<file path="config.mk">
export PLATFORM = sky130hd
export DESIGN_NAME = uart_hex_send
export DESIGN_NICKNAME = d
export VERILOG_FILES = /design/src/rtl/uart_hex_send.sv
export SDC_FILE = /design/constraint.sdc
export NUM_CORES = 1
export LEC_CHECK = 0
export ABC_AREA = 0
export ABC_CLOCK_PERIOD_IN_PS = 7800
export CORE_MARGIN = 3
export CORE_UTILIZATION = 40
export DETAILED_ROUTE_END_ITERATION = 8
export PLACE_DENSITY = 0.68
export SLEW_MARGIN = 20
export SYNTH_ARGS = -nofsm -noshare
export SYNTH_HDL_FRONTEND = slang
export SYNTH_SLANG_ARGS = --single-unit
</file>
<file path="constraint.sdc">
create_clock -name clk -period 7.8 [get_ports clk]
set_clock_uncertainty 0.05 [all_clocks]
set_input_delay 1.17 -clock clk [delete_from_list [all_inputs] [get_ports clk]]
set_output_delay 1.17 -clock clk [all_outputs]
set_load 0.01 [all_outputs]
</file>
<file path="src/rtl/uart_hex_send.sv">
// rtl/uart_hex_send.sv - UART 8N1 transmitter printing a 32-bit word as 8 uppercase hex chars
// Optional CR/LF trailer; start is accepted only while idle.
module uart_hex_send #(
  parameter int CLK_FREQ    = 100_000_000,
  parameter int BAUD        = 9600,
  parameter int APPEND_CRLF = 1
) (
  input  logic        clk,
  input  logic        rst,
  input  logic        start,
  input  logic [31:0] data,
  output logic        dout,
  output logic        busy,
  output logic        done
);

  localparam int BIT_CYC = CLK_FREQ / BAUD;
  localparam int CW      = $clog2(BIT_CYC);
  localparam int N_CHR   = 8 + 2 * APPEND_CRLF;

  localparam logic [CW-1:0] CNT_MAX  = CW'(BIT_CYC - 1);
  localparam logic [3:0]    LAST_CHR = 4'(N_CHR - 1);

  localparam logic [1:0] S_IDLE  = 2'd0;
  localparam logic [1:0] S_START = 2'd1;
  localparam logic [1:0] S_DATA  = 2'd2;
  localparam logic [1:0] S_STOP  = 2'd3;

  logic [1:0]    r_state;
  logic [31:0]   r_word;
  logic [3:0]    r_char_idx;
  logic [2:0]    r_bit_idx;
  logic [CW-1:0] r_cnt;
  logic          r_dout;
  logic          r_busy;
  logic          r_done;

  logic [3:0] w_nib;
  logic [7:0] w_char;
  logic       w_cnt_end;

  // Char 0 is the top nibble: shift amount is 4*(7-idx).
  always_comb begin
    w_nib = 4'(r_word >> {~r_char_idx[2:0], 2'b00});
    if (r_char_idx == 4'd8)
      w_char = 8'h0D;
    else if (r_char_idx == 4'd9)
      w_char = 8'h0A;
    else if (w_nib < 4'd10)
      w_char = 8'h30 + {4'h0, w_nib};
    else
      w_char = 8'h37 + {4'h0, w_nib};
  end

  assign w_cnt_end = (r_cnt == CNT_MAX);

  always_ff @(posedge clk or posedge rst) begin
    if (rst) begin
      r_state    <= S_IDLE;
      r_word     <= 32'h0;
      r_char_idx <= 4'd0;
      r_bit_idx  <= 3'd0;
      r_cnt      <= '0;
      r_dout     <= 1'b1;
      r_busy     <= 1'b0;
      r_done     <= 1'b0;
    end else begin
      r_done <= 1'b0;
      case (r_state)
        S_IDLE: begin
          if (start) begin
            r_word     <= data;
            r_char_idx <= 4'd0;
            r_bit_idx  <= 3'd0;
            r_cnt      <= '0;
            r_state    <= S_START;
            r_dout     <= 1'b0;
            r_busy     <= 1'b1;
          end
        end
        S_START: begin
          if (w_cnt_end) begin
            r_cnt     <= '0;
            r_bit_idx <= 3'd0;
            r_state   <= S_DATA;
            r_dout    <= w_char[0];
          end else begin
            r_cnt <= r_cnt + 1'b1;
          end
        end
        S_DATA: begin
          if (w_cnt_end) begin
            r_cnt <= '0;
            if (r_bit_idx == 3'd7) begin
              r_state <= S_STOP;
              r_dout  <= 1'b1;
            end else begin
              r_bit_idx <= r_bit_idx + 3'd1;
              r_dout    <= w_char[r_bit_idx + 3'd1];
            end
          end else begin
            r_cnt <= r_cnt + 1'b1;
          end
        end
        S_STOP: begin
          if (w_cnt_end) begin
            r_cnt <= '0;
            // Next char starts with no idle gap; only the frame end returns to idle.
            if (r_char_idx == LAST_CHR) begin
              r_state <= S_IDLE;
              r_busy  <= 1'b0;
              r_done  <= 1'b1;
            end else begin
              r_char_idx <= r_char_idx + 4'd1;
              r_state    <= S_START;
              r_dout     <= 1'b0;
            end
          end else begin
            r_cnt <= r_cnt + 1'b1;
          end
        end
        default: r_state <= S_IDLE;
      endcase
    end
  end

  assign dout = r_dout;
  assign busy = r_busy;
  assign done = r_done;

endmodule

</file>
### Metal layers overlaid, run 1

Bar = 20 µm.
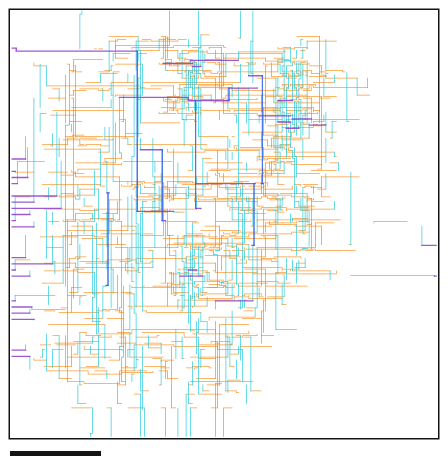
colour	layer	wire length
blue	metal 4	135 µm
orange	metal 1	2940 µm
purple	metal 3	233 µm
cyan	metal 2	2680 µm
sum of routed wire length over all layers: 5993 µm
mean routed wirelength per cell: 14.27 µm

### The clock network, run 1

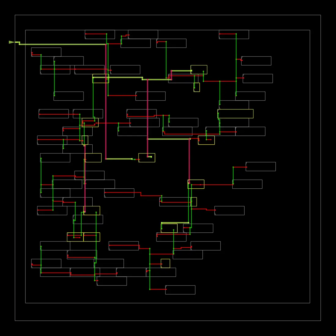
clock network power: 0.000284 W
clock buffer count: 11

==> summary.txt, run 1 <==
run results: GR Layer Usage met3 4.143%, leakage 1.580 nW, yosys adder share 4.802%, slowest CP cell sky130_fd_sc_hd__nor2b_1, prevailing post-synth register cell sky130_fd_sc_hd__dfrtp_1, final worst path period share 38.32%, vias in the first global route 2196, Logic Gate Count 202, most common cell after layout, fill and taps aside sky130_fd_sc_hd__dfrtp_1, largest net degree at the start of global routing 59, worst endpoint data arrival time 3.16 ns, clock tree root driver cell sky130_fd_sc_hd__clkbuf_8, Critical Path Fanout Max 15, largest registers ranked by flip-flop count r_word: 32 flops, r_cnt: 14 flops, r_char_idx: 4 flops, Most Used Layer, Global Route met2, number of tapcells 99, Initial DRT Pass Iterations 4, r2r startpoint r_char_idx[0], Post-synth regs 58, AND/OR/NAND/NOR Cells, Area Fraction 13.53%, CTS Hold Bufs 0, part of the Yosys area used for sequential elements 46.46%, Switching Power 0.0004106 W, starting DRC count in detailed routing 97, result of the run finished clean, Logic family by area multiplexers, largest buffer count on any clock path 2, register share of total power 38.7%, number of placed instances with taps included 404, cell-by-cell listing of the critical path clkdlybuf4s50_1 -> nor2b_1 -> nor2_1 -> mux2_2, Place WS 4.496 ns, Max Clock Freq 334.6 MHz, weighted congestion at the end of routability-driven global placement 0.8187, global-route usage over all layers 14.72%, worst setup path class in -> reg, Antenna Cells 0, metal1 wirelength 2943 µm, AND-OR/OR-AND share of the synthesized area 10.56%, top routing layer in use met4, most flop-heavy register r_word, Switching Fraction 33.53%, detailed route wirelength on metal3 232 µm, Comb/total area 41.87%, yosys cell count 276, Buffers, non-clock 39, detailed-routed wire length on met2 2681 µm, Req. time, crit path 7.97 ns, Yosys warning total 0, Commonest cells post-synth sky130_fd_sc_hd__dfrtp_1 (57), sky130_fd_sc_hd__nand2_1 (35), sky130_fd_sc_hd__mux2_2 (34), sky130_fd_sc_hd__o21ai_0 (34), sky130_fd_sc_hd__ha_1 (12), combinational cell fraction of total power 38.1%, count of inverters other than clock inverters in the layout 6, internal power 0.0008141 W, share of the synthesized area in the top cell type 45.62%, reg-to-reg endpoint dout, H-Tree Level Count 3, drt drc 0, minimum period implied by the final worst setup slack 2.989 ns, overall power of the completed layout 0.001225 W, final global-route overflow total 0, design area 0.003765 mm², wire length of the first global-routing pass 10250 µm, buffers inserted during post-CTS setup optimization 0, top library cells by usage in the layout, fill and taps aside sky130_fd_sc_hd__dfrtp_1 (57), sky130_fd_sc_hd__clkdlybuf4s50_1 (37), sky130_fd_sc_hd__nand2_1 (35), sky130_fd_sc_hd__o21ai_0 (34), sky130_fd_sc_hd__mux2_2 (34), unrepaired setup endpoints after global routing false, number of flip-flops in the largest register 32, Peak supply drop 147.9 µV, Largest Pwr Group sequential cells, power drawn by the sequential cells 0.000474 W, net count of the mapped netlist 323, xor/xnor cell area share of the yosys netlist 0.8403%, Buffers on Ports 37, latest clock arrival within the worst-skew pair 0.34 ns, FF+latch count 58, summed standard-cell area reported by yosys 0.003127 mm², I/O pin count 38, smallest hold slack 0.4335 ns, leading area contributor after synthesis sky130_fd_sc_hd__dfrtp_1, relative slew slack 35.58%, floorplan row count 31, synthesized instance count 276, flip-flops with a built-in enable 0, Util after Layout 50.82%, critical path depth in cells 4, post-place instance area 0.003561 mm², flip-flop and latch share of the layout cell area 38.58%, tally of filler cells in the layout 644, number of library cell types mapped by synthesis 44, power attributed to combinational cells 0.000467 W, DP Wirelength 4193 µm, top cells by area sky130_fd_sc_hd__dfrtp_1 (46%), sky130_fd_sc_hd__mux2_2 (12%), sky130_fd_sc_hd__mux4_2 (5.8%), number of warnings in the stage logs 32, non-filler instance count after layout 420, layout buffering overhead excluding clock cells 10.24%, Die Height 94.42 µm, Core Footprint 0.007408 mm², detailed-route via count 2247, post-layout worst setup margin 4.811 ns, GR met2 Demand/Resource 21.69%, share of final layout cell area taken by clock buffers and inverters 5.417%, dominant cell by count in the synthesized netlist sky130_fd_sc_hd__dfrtp_1, number of cells on the worst hold path 1, fraction of layout instances using a drive strength above 1 21.81%, CTS clock-pin slew for the worst setup and hold paths 0.07 ns, die width 94.42 µm, multi-input combinational cell area 0.001577 mm², biggest area consumer among cell classes combinational gates, biggest cell delay along the critical path 0.76 ns, max-cap check violation count 0, netlist area before placement 0.003127 mm², ys async rst share 100.0%, Worst Hold Class reg -> reg, antenna violations before repair 0, number of clock sinks 58, Final nets 363, power density of the placed cells 325.3 mW/mm², Hold EP r_cnt[13], per-cell via count in the routed design 5.350, remaining antenna violation count after routing 0, logic depth of the worst register-to-register path 9, buffers plus inverters on the worst setup path 1, startpoint of the tightest hold check path r_cnt[13], proportion of power drawn by the clock network 23.2%, final hold viol count 0, total CTS buffers 9, Initial Utilization 42.21%, number of cells upsized or downsized after cts 0, number of max-slew violations in the final report 0, chip footprint 0.008914 mm², worst setup slack for register-to-register paths 4.91 ns, # setup viols final 0, footprint of the flip-flops and latches 0.001453 mm², mux contribution to synthesized area 20.69%, met1 Use GR 20.43%, Critical Path Sink Type register, Post-Syn Area per Cell 11.33 µm², pin slew with the least headroom to its limit 0.9643 ns, CP top delay family simple AND/OR/NAND/NOR gates, crit path launch type input port, Area growth syn-to-layout 20.41%, final sum of negative setup slack 0 ns
### Register map, names as in the netlist, run 1

Other sequential cells in the stronger grey, the rest of the logic in the fainter grey.
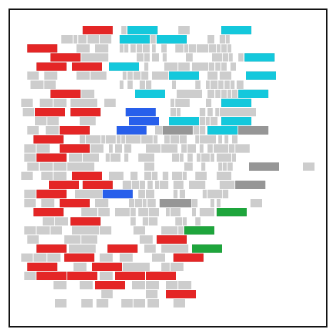
colour	signal	flops
red	r_word	32
blue	r_char_idx	4
cyan	r_cnt	14
green	r_bit_idx	3

==> run 2: changes to the inputs <==
Settings changed: ABC_CLOCK_PERIOD_IN_PS 7800 to 2800.
Clock period 7.8 ns to 2.8 ns, I/O delays scaled along.
### Pin placement, run 2

Pins as bars across the die edge, other pins in grey.
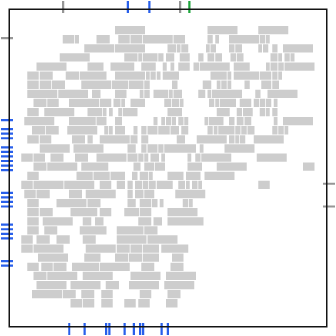
colour	port	pins	direction	edge
green	busy	1	output	top
blue	data	32	input	20 left, 10 bottom, 2 top
all pins by edge	21 left, 10 bottom, 5 top, 2 right

### The clock network, run 2

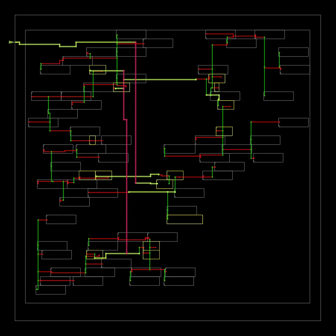
clock network power: 0.000793 W
latest clock arrival within the worst-skew pair: 0.33 ns

==> run 2 against run 1 <==
  * Global-route usage up 0.34 points
  * Final cell count grew 1.2%
  * Area after synthesis unchanged
  * Worst setup slack worse by 4.6 ns
  * Critical path type is now reg -> reg
  * Largest power group is now combinational cells
  * Largest cell class unchanged
  * Power rose to 2.8 times the previous value
==> summary.txt, run 2 <==
run results: Commonest cells post-synth sky130_fd_sc_hd__dfrtp_1 (57), sky130_fd_sc_hd__nand2_1 (35), sky130_fd_sc_hd__mux2_2 (34), sky130_fd_sc_hd__o21ai_0 (34), sky130_fd_sc_hd__ha_1 (12), biggest area consumer among cell classes combinational gates, clock buffer count 13 (+2), global-route usage over all layers 15.06% (+0.34 points), logic depth of the worst register-to-register path 7 (-2), dominant cell by count in the synthesized netlist sky130_fd_sc_hd__dfrtp_1, detailed-routed wire length on met2 2829 µm (+5.5%), summed standard-cell area reported by yosys 0.003127 mm² (unchanged), clock tree root driver cell sky130_fd_sc_hd__clkbuf_8, Die Height 94.42 µm (unchanged), worst setup path class reg -> reg, DP Wirelength 4335 µm (+3.4%), yosys adder share 4.802% (unchanged), Peak supply drop 413.5 µV (+180%), Most Used Layer, Global Route met2, Req. time, crit path 2.97 ns (-5.00 ns), floorplan row count 31 (unchanged), Switching Fraction 32.74% (-0.79 points), final global-route overflow total 0 (unchanged), number of cells upsized or downsized after cts 0 (unchanged), max-cap check violation count 0 (unchanged), die width 94.42 µm (unchanged), number of max-slew violations in the final report 0 (unchanged), leakage 1.616 nW (+2.3%), I/O pin count 38 (unchanged), fraction of layout instances using a drive strength above 1 23.01% (+1.2 points), detailed route wirelength on metal3 290 µm (+25%), final sum of negative setup slack 0 ns (unchanged), Critical Path Sink Type register, cell-by-cell listing of the critical path or4b_4 -> nor4_4 -> mux2i_2 -> a211oi_2 -> nand4_1 -> xor2_1 -> nor2_1, largest buffer count on any clock path 2 (unchanged), mean routed wirelength per cell 14.02 µm (-1.7%), CTS clock-pin slew for the worst setup and hold paths 0.07 ns (about the same), worst endpoint data arrival time 2.71 ns (-0.45 ns), internal power 0.002324 W (+190%), smallest hold slack 0.4308 ns (-0.002750 ns), Switching Power 0.001131 W (+180%), net count of the mapped netlist 323 (unchanged), met1 Use GR 20.41% (-0.022 points), wire length of the first global-routing pass 10490 µm (+2.3%), Logic Gate Count 202 (unchanged), weighted congestion at the end of routability-driven global placement 0.8219 (+0.39%), Place WS 0.2412 ns (-4.255 ns), Post-synth regs 58 (unchanged), AND-OR/OR-AND share of the synthesized area 10.56% (unchanged), footprint of the flip-flops and latches 0.001453 mm² (unchanged), Area growth syn-to-layout 22.33%, detailed-route via count 2256 (+0.40%), minimum period implied by the final worst setup slack 2.539 ns, sum of routed wire length over all layers 5959 µm (-0.57%), CP top delay family simple AND/OR/NAND/NOR gates, largest net degree at the start of global routing 35 (-41%), number of clock sinks 58 (unchanged), xor/xnor cell area share of the yosys netlist 0.8403% (unchanged), drt drc 0 (unchanged), part of the Yosys area used for sequential elements 46.46% (unchanged), slowest CP cell sky130_fd_sc_hd__or4b_4, Util after Layout 51.63% (+0.81 points), Final nets 369 (+1.7%), multi-input combinational cell area 0.001579 mm² (+0.16%), total CTS buffers 9 (unchanged), GR met2 Demand/Resource 22.64% (+0.95 points), largest registers ranked by flip-flop count r_word: 32 flops, r_cnt: 14 flops, r_char_idx: 4 flops, Buffers, non-clock 45 (+15%), most common cell after layout, fill and taps aside sky130_fd_sc_hd__dfrtp_1, Comb/total area 41.28% (-0.59 points), critical path depth in cells 7 (+3), r2r startpoint r_cnt[4], post-place instance area 0.003618 mm² (+1.6%), result of the run finished clean, buffers plus inverters on the worst setup path 0 (-1), biggest cell delay along the critical path 0.57 ns (-0.19 ns), design area 0.003825 mm² (+1.6%), number of warnings in the stage logs 32 (unchanged), unrepaired setup endpoints after global routing false, pin slew with the least headroom to its limit 0.7677 ns (-0.1966 ns), post-layout worst setup margin 0.2611 ns (-4.550 ns), top routing layer in use met4, top cells by area sky130_fd_sc_hd__dfrtp_1 (46%), sky130_fd_sc_hd__mux2_2 (12%), sky130_fd_sc_hd__mux4_2 (5.8%), share of final layout cell area taken by clock buffers and inverters 5.332% (-0.085 points), number of flip-flops in the largest register 32 (unchanged), Critical Path Fanout Max 9 (-6), number of tapcells 99 (unchanged), non-filler instance count after layout 425 (+1.2%), per-cell via count in the routed design 5.308 (-0.78%), vias in the first global route 2189 (-0.32%), GR Layer Usage met3 4.462% (+0.32 points), Max Clock Freq 393.9 MHz, Buffers on Ports 37 (unchanged), Logic family by area multiplexers, metal1 wirelength 2713 µm (-7.8%), Core Footprint 0.007408 mm² (unchanged), Post-Syn Area per Cell 11.33 µm² (unchanged), number of placed instances with taps included 410 (+1.5%), layout buffering overhead excluding clock cells 11.58% (+1.3 points), # setup viols final 0 (unchanged), count of inverters other than clock inverters in the layout 6 (unchanged), AND/OR/NAND/NOR Cells, Area Fraction 13.53% (unchanged), antenna violations before repair 0 (unchanged), worst setup slack for register-to-register paths 0.26 ns (-4.65 ns), tally of filler cells in the layout 633 (-1.7%), chip footprint 0.008914 mm² (unchanged), most flop-heavy register r_word
### Routed clock nets over the placement, run 2

Bar = 20 µm.
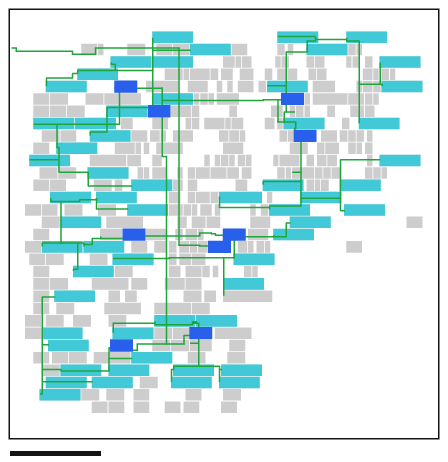
[blue] clock drivers | count: 9
[green] clock wires | length: 791 µm
[cyan] flip-flops | count: 58
flops lie	all over the die
proportion of power drawn by the clock network: 22.9%

Power and IR drop assume default switching activity.
